## config.mk

```make
export PLATFORM = sky130hd
export DESIGN_NAME = spi_audio_master
export DESIGN_NICKNAME = d
export VERILOG_FILES = /design/src/rtl/spi_audio_master.sv
export SDC_FILE = /design/constraint.sdc
export NUM_CORES = 1
export LEC_CHECK = 0
export CORE_MARGIN = 4
export CORE_UTILIZATION = 62
export CTS_CLUSTER_DIAMETER = 200
export DETAILED_ROUTE_END_ITERATION = 10
export GPL_TIMING_DRIVEN = 0
export PLACE_DENSITY = 0.92
export SLEW_MARGIN = 30
export SYNTH_ARGS = -nofsm -noshare
export SYNTH_HDL_FRONTEND = slang
export SYNTH_SLANG_ARGS = --single-unit
```

## constraint.sdc

```tcl
create_clock -name clk -period 4.45 [get_ports clk]
set_input_delay 0.445 -clock clk [delete_from_list [all_inputs] [get_ports clk]]
set_output_delay 0.445 -clock clk [all_outputs]
set_load 0.02 [all_outputs]
```

## src/rtl/spi_audio_master.sv

```systemverilog
// SPI mode-0 master streaming NSAMPLES audio frames, then reading one result frame.
// Ports: clk/reset, start, samp_* source handshake, sck/ss/mosi/miso, busy, result/result_valid/done.
module spi_audio_master #(
  parameter int CLK_DIV      = 4,
  parameter int NSAMPLES     = 2000,
  parameter int SAMPLE_W     = 10,
  parameter int FRAME_W      = 32,
  parameter int PAUSE_CYCLES = 1024
) (
  input  logic                clk,
  input  logic                reset,
  input  logic                start,
  input  logic                samp_valid,
  input  logic [SAMPLE_W-1:0] samp_data,
  output logic                samp_ready,
  output logic                sck,
  output logic                ss,
  output logic                mosi,
  input  logic                miso,
  output logic                busy,
  output logic [SAMPLE_W-1:0] result,
  output logic                result_valid,
  output logic                done
);

  localparam int CW   = $clog2(NSAMPLES + 1);
  localparam int TMAX = (PAUSE_CYCLES > CLK_DIV) ? PAUSE_CYCLES : CLK_DIV;
  localparam int TW   = $clog2(TMAX + 1);
  localparam int BW   = $clog2(FRAME_W);

  localparam logic [TW-1:0] DIV_LAST   = TW'(CLK_DIV - 1);
  localparam logic [TW-1:0] PAUSE_LAST = TW'(PAUSE_CYCLES - 1);
  localparam logic [BW-1:0] BIT_LAST   = BW'(FRAME_W - 1);
  localparam logic [CW-1:0] CNT_LAST   = CW'(NSAMPLES - 1);

  typedef enum logic [2:0] {
    S_IDLE,
    S_WAIT,
    S_SHIFT,
    S_GAP,
    S_PAUSE,
    S_READ
  } state_e;

  state_e              state_q, state_d;
  logic [TW-1:0]       tmr_q, tmr_d;
  logic [BW-1:0]       bit_q, bit_d;
  logic [CW-1:0]       cnt_q, cnt_d;
  logic [FRAME_W-1:0]  tx_q, tx_d;
  logic [SAMPLE_W-1:0] rx_q, rx_d;
  logic                sck_q, sck_d;
  logic                ss_q, ss_d;
  logic [SAMPLE_W-1:0] result_q, result_d;
  logic                rv_q, rv_d;
  logic                done_q, done_d;
  logic                tick;

  // Only the low SAMPLE_W bits of the read frame matter, so rx keeps just those.
  assign tick         = (tmr_q == DIV_LAST);
  assign samp_ready   = (state_q == S_WAIT);
  assign busy         = (state_q != S_IDLE);
  assign sck          = sck_q;
  assign ss           = ss_q;
  assign mosi         = tx_q[FRAME_W-1];
  assign result       = result_q;
  assign result_valid = rv_q;
  assign done         = done_q;

  always_comb begin
    state_d  = state_q;
    tmr_d    = tmr_q;
    bit_d    = bit_q;
    cnt_d    = cnt_q;
    tx_d     = tx_q;
    rx_d     = rx_q;
    sck_d    = sck_q;
    ss_d     = ss_q;
    result_d = result_q;
    rv_d     = 1'b0;
    done_d   = 1'b0;
    unique case (state_q)
      S_IDLE: begin
        if (start) begin
          ss_d    = 1'b1;
          cnt_d   = '0;
          state_d = S_WAIT;
        end
      end
      S_WAIT: begin
        if (samp_valid) begin
          tx_d    = FRAME_W'(samp_data);
          tmr_d   = '0;
          bit_d   = '0;
          state_d = S_SHIFT;
        end
      end
      S_SHIFT, S_READ: begin
        tmr_d = tmr_q + 1'b1;
        if (tick) begin
          tmr_d = '0;
          sck_d = ~sck_q;
          if (!sck_q) begin
            rx_d = {rx_q[SAMPLE_W-2:0], miso};
          end else begin
            tx_d  = tx_q << 1;
            bit_d = bit_q + 1'b1;
            if (bit_q == BIT_LAST) begin
              if (state_q == S_READ) begin
                ss_d     = 1'b0;
                result_d = rx_q;
                rv_d     = 1'b1;
                done_d   = 1'b1;
                state_d  = S_IDLE;
              end else begin
                cnt_d = cnt_q + 1'b1;
                if (cnt_q == CNT_LAST) begin
                  ss_d    = 1'b0;
                  state_d = S_PAUSE;
                end else begin
                  state_d = S_GAP;
                end
              end
            end
          end
        end
      end
      S_GAP: begin
        tmr_d = tmr_q + 1'b1;
        if (tick) begin
          tmr_d   = '0;
          state_d = S_WAIT;
        end
      end
      S_PAUSE: begin
        tmr_d = tmr_q + 1'b1;
        if (tmr_q == PAUSE_LAST) begin
          // The read frame's first low phase is the ss setup time.
          tmr_d   = '0;
          bit_d   = '0;
          tx_d    = '0;
          ss_d    = 1'b1;
          state_d = S_READ;
        end
      end
      default: state_d = S_IDLE;
    endcase
  end

  always_ff @(posedge clk or negedge reset) begin
    if (!reset) begin
      state_q  <= S_IDLE;
      tmr_q    <= '0;
      bit_q    <= '0;
      cnt_q    <= '0;
      tx_q     <= '0;
      rx_q     <= '0;
      sck_q    <= 1'b0;
      ss_q     <= 1'b0;
      result_q <= '0;
      rv_q     <= 1'b0;
      done_q   <= 1'b0;
    end else begin
      state_q  <= state_d;
      tmr_q    <= tmr_d;
      bit_q    <= bit_d;
      cnt_q    <= cnt_d;
      tx_q     <= tx_d;
      rx_q     <= rx_d;
      sck_q    <= sck_d;
      ss_q     <= ss_d;
      result_q <= result_d;
      rv_q     <= rv_d;
      done_q   <= done_d;
    end
  end

endmodule

```

### Clock routing

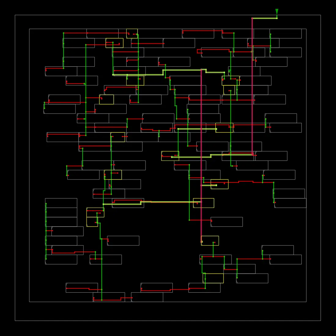
clock net sink count: 85
clock buffer count in the final layout: 9
flop count: 85

### Metal 2

Drawn at 4 px/um.
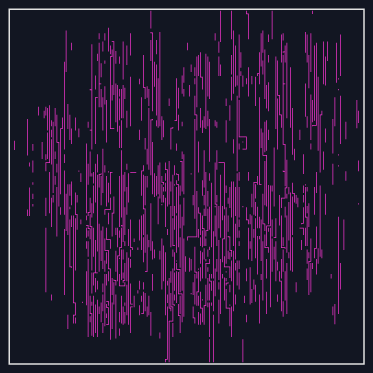
- wire length on this layer: 3950 um
- longest straight run: 26.2 um
- main direction: vertical
- share of all routed wire: 49%
- nets with wire on the layer: 376

### Power grid

Drawn at 4 px/um. Pins as bars on the die edge.
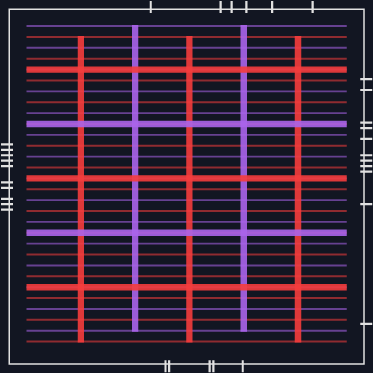
- purple: VDD
- red: VSS
- met1 rails: 30
- met5 straps: 5
- signal pins: 32

### Cell density map

Drawn at 4 px/um. 9 x 9 tiles, from black (low) to pale yellow (high), 0 to 100% covered.
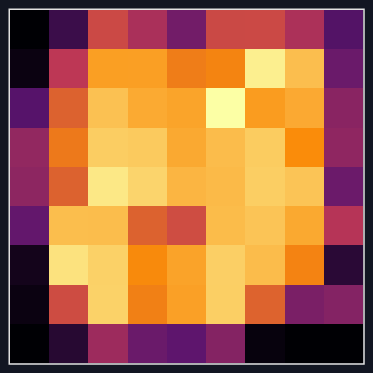
- fullest tile: 100%
- nearly empty tiles: 4.9%
- mean over tiles: 58%
- tiles over 75% full: 43%
- densest ninth of the die: centre
- emptiest ninth of the die: lower right

### Sequential cells grouped by signal name

Drawn at 4 px/um. Other sequential cells in the stronger grey, the rest of the logic in the fainter grey.
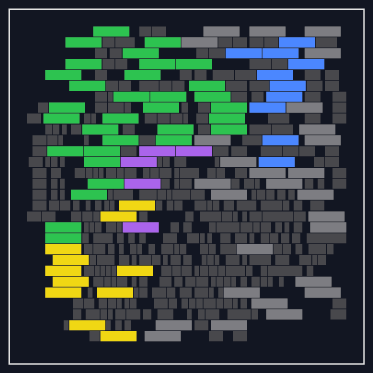
- green: tx_q (placed flops 32)
- purple: bit_q (placed flops 5)
- blue: rx_q (placed flops 10; where upper right)
- yellow: cnt_q (placed flops 11)
- not coloured: 27

==> reports/highlights.md <==
Status
- finished, final reports clean — status

Synth
- 377 — post-synth net total
- 4000 sq um — Netlist Area Pre-Place
- 4000 sq um — summed standard-cell area reported by yosys
- 53.2% — Max-area cell share
- dfrtp_1 — dominant register cell in the synthesized netlist
- dfrtp_1, nand2_1, a22o_1, o21ai_0, nor2_1 — top cell types by occurrence after synthesis
- 53.2% — Seq share, synth
- dfrtp_1, a22o_1, mux2_4 — dominant cells by area after synthesis
- 0 — number of flops mapped to enable cells by yosys
- 62 — number of unique standard cell types used by synthesis
- dfrtp_1 — largest area contributor in the synthesized netlist

Min path
- bit_q[3] — hold path startpoint
- bit_q[3] — end of the worst hold path
- 1 — worst hold path cell count

Drt
- 16.8 um — DR WL/cell
- 6.22 — via/cell ratio
- 8140 um — wirelength, routed
- 307 — initial detailed-routing violation count
- 3730 um — routed metal-1 wire length
- 3011 — total via count in the routed design
- 0 — number of remaining DRC errors
- 3950 um — met2 WL
- 4 — number of search-and-repair iterations in the first detailed-routing pass
- met4 — Top Layer Used

Timing
- 0 ps — setup_tns
- false — RSZ-0062 raised after global routing
- 0 — Final Max Tran Viols
- 52.9% — Max-Slew Margin vs Limit
- 0 — Setup-failing EPs final
- 2480 ps — final worst path period need
- 0 — final count of hold timing violations
- 55.8% — crit share post-route
- 1970 ps — worst setup slack after layout

Global route
- 31.2% — global routing usage on met1
- 13800 um — wire length of the first global-routing pass
- 2898 — vias in the first global route
- 46 — maximum number of pins on one net before global-route repair
- 0 — remaining global-route overflow
- 36.6% — routing usage on met2
- 22.6% — global-route total usage across every layer
- met2 — layer with the highest usage after global routing

Power
- 34.4% — combinational power share
- 42.3% — Flop pwr share
- 23.3% — share of power burned in the clock network
- 0.800 mW — combinational group power
- 2.11 nW — Pleak
- 39.4% — Net Sw Frac
- 1.41 mW — internal power consumption
- registers — biggest power consumer among the groups
- 0.915 mW — Switching Power
- 500 nW/um^2 — pwr dens

Critical path
- 4010 ps — required time of the critical path
- buffers and inverters — family with the most delay on the worst path
- state_q[1] — Critical Path Source
- 7 — reg2reg path depth
- 2100 ps — R2R Setup Slk
- result[2] — R2R Path End
- 650 ps — Critical Path Max Stage Delay
- flip-flop — kind of launch point of the worst setup path
- buf_2, buf_1, nor3_1, clkdlybuf4s50_1 — chain of cells forming the critical path
- 10 — critical path fanouts, max

Die
- 88.3 um — die outline height
- 63.4% — Core Density at Floorplan
- 88.3 um — Die W
- 6310 sq um — core area
- 29 — standard-cell rows

Finish
- 15.5% — share of final-layout standard cells stronger than drive strength 1
- 1770 sq um — MI comb area
- dfrtp_1, nand2_1, clkdlybuf4s50_1, a22o_1, o21ai_0 — most frequent cells in the layout
- 4650 sq um — post-route cell area
- 484 — final standard cell count with taps included and fillers excluded
- 32 — max reg flops
- 421 — Final #Nets

Job
- 26 — count of warning messages emitted by the tools
- 0 — tally of max-capacitance violations

Clocking
- 3 — maximum level of the CTS H-tree
- 0 — post_cts resized
- clkbuf_8 — Root Driver
- 90 ps — clk slew on worst S/H paths

Place
- 31 — number of port buffers
- 0.904 — GP Congestion
- 467 — cell count after placement
- 5560 um — HPWL reported at the end of detailed placement

cells by family (layout without fill, tap and decap cells):
| kind of cell | Yosys count | after routing | synth area share, % |
|---|---|---|---|
| compound gates | 105 | 105 | 18.8 |
| xor+xnor | 2 | 2 | 0.438 |
| fa+ha+maj | 4 | 4 | 1.25 |
| buf+inv | 22 | 71 | 2.60 |
| flops | 85 | 85 | 53.2 |
| mux | 25 | 25 | 7.91 |
| simple gates | 115 | 115 | 15.9 |
timing repair:
item	4_1_cts	5_1_grt
hold buffers	1	0
hold endpoints to repair	40	0
setup buffers	0	0
final cells by class:
class                      instances  share of cell area (%)
multi-input combinational        251                    38.1
clock buffer                       9                    2.66
timing repair buffer              33                    7.50
tap                               77                    2.07
buffer                            17                    1.83
inverter                           5                   0.403
sequential                        85                    45.7
clock inverter                     7                    1.75
Power figures rest on the tool's default switching activity, not on a simulated workload.
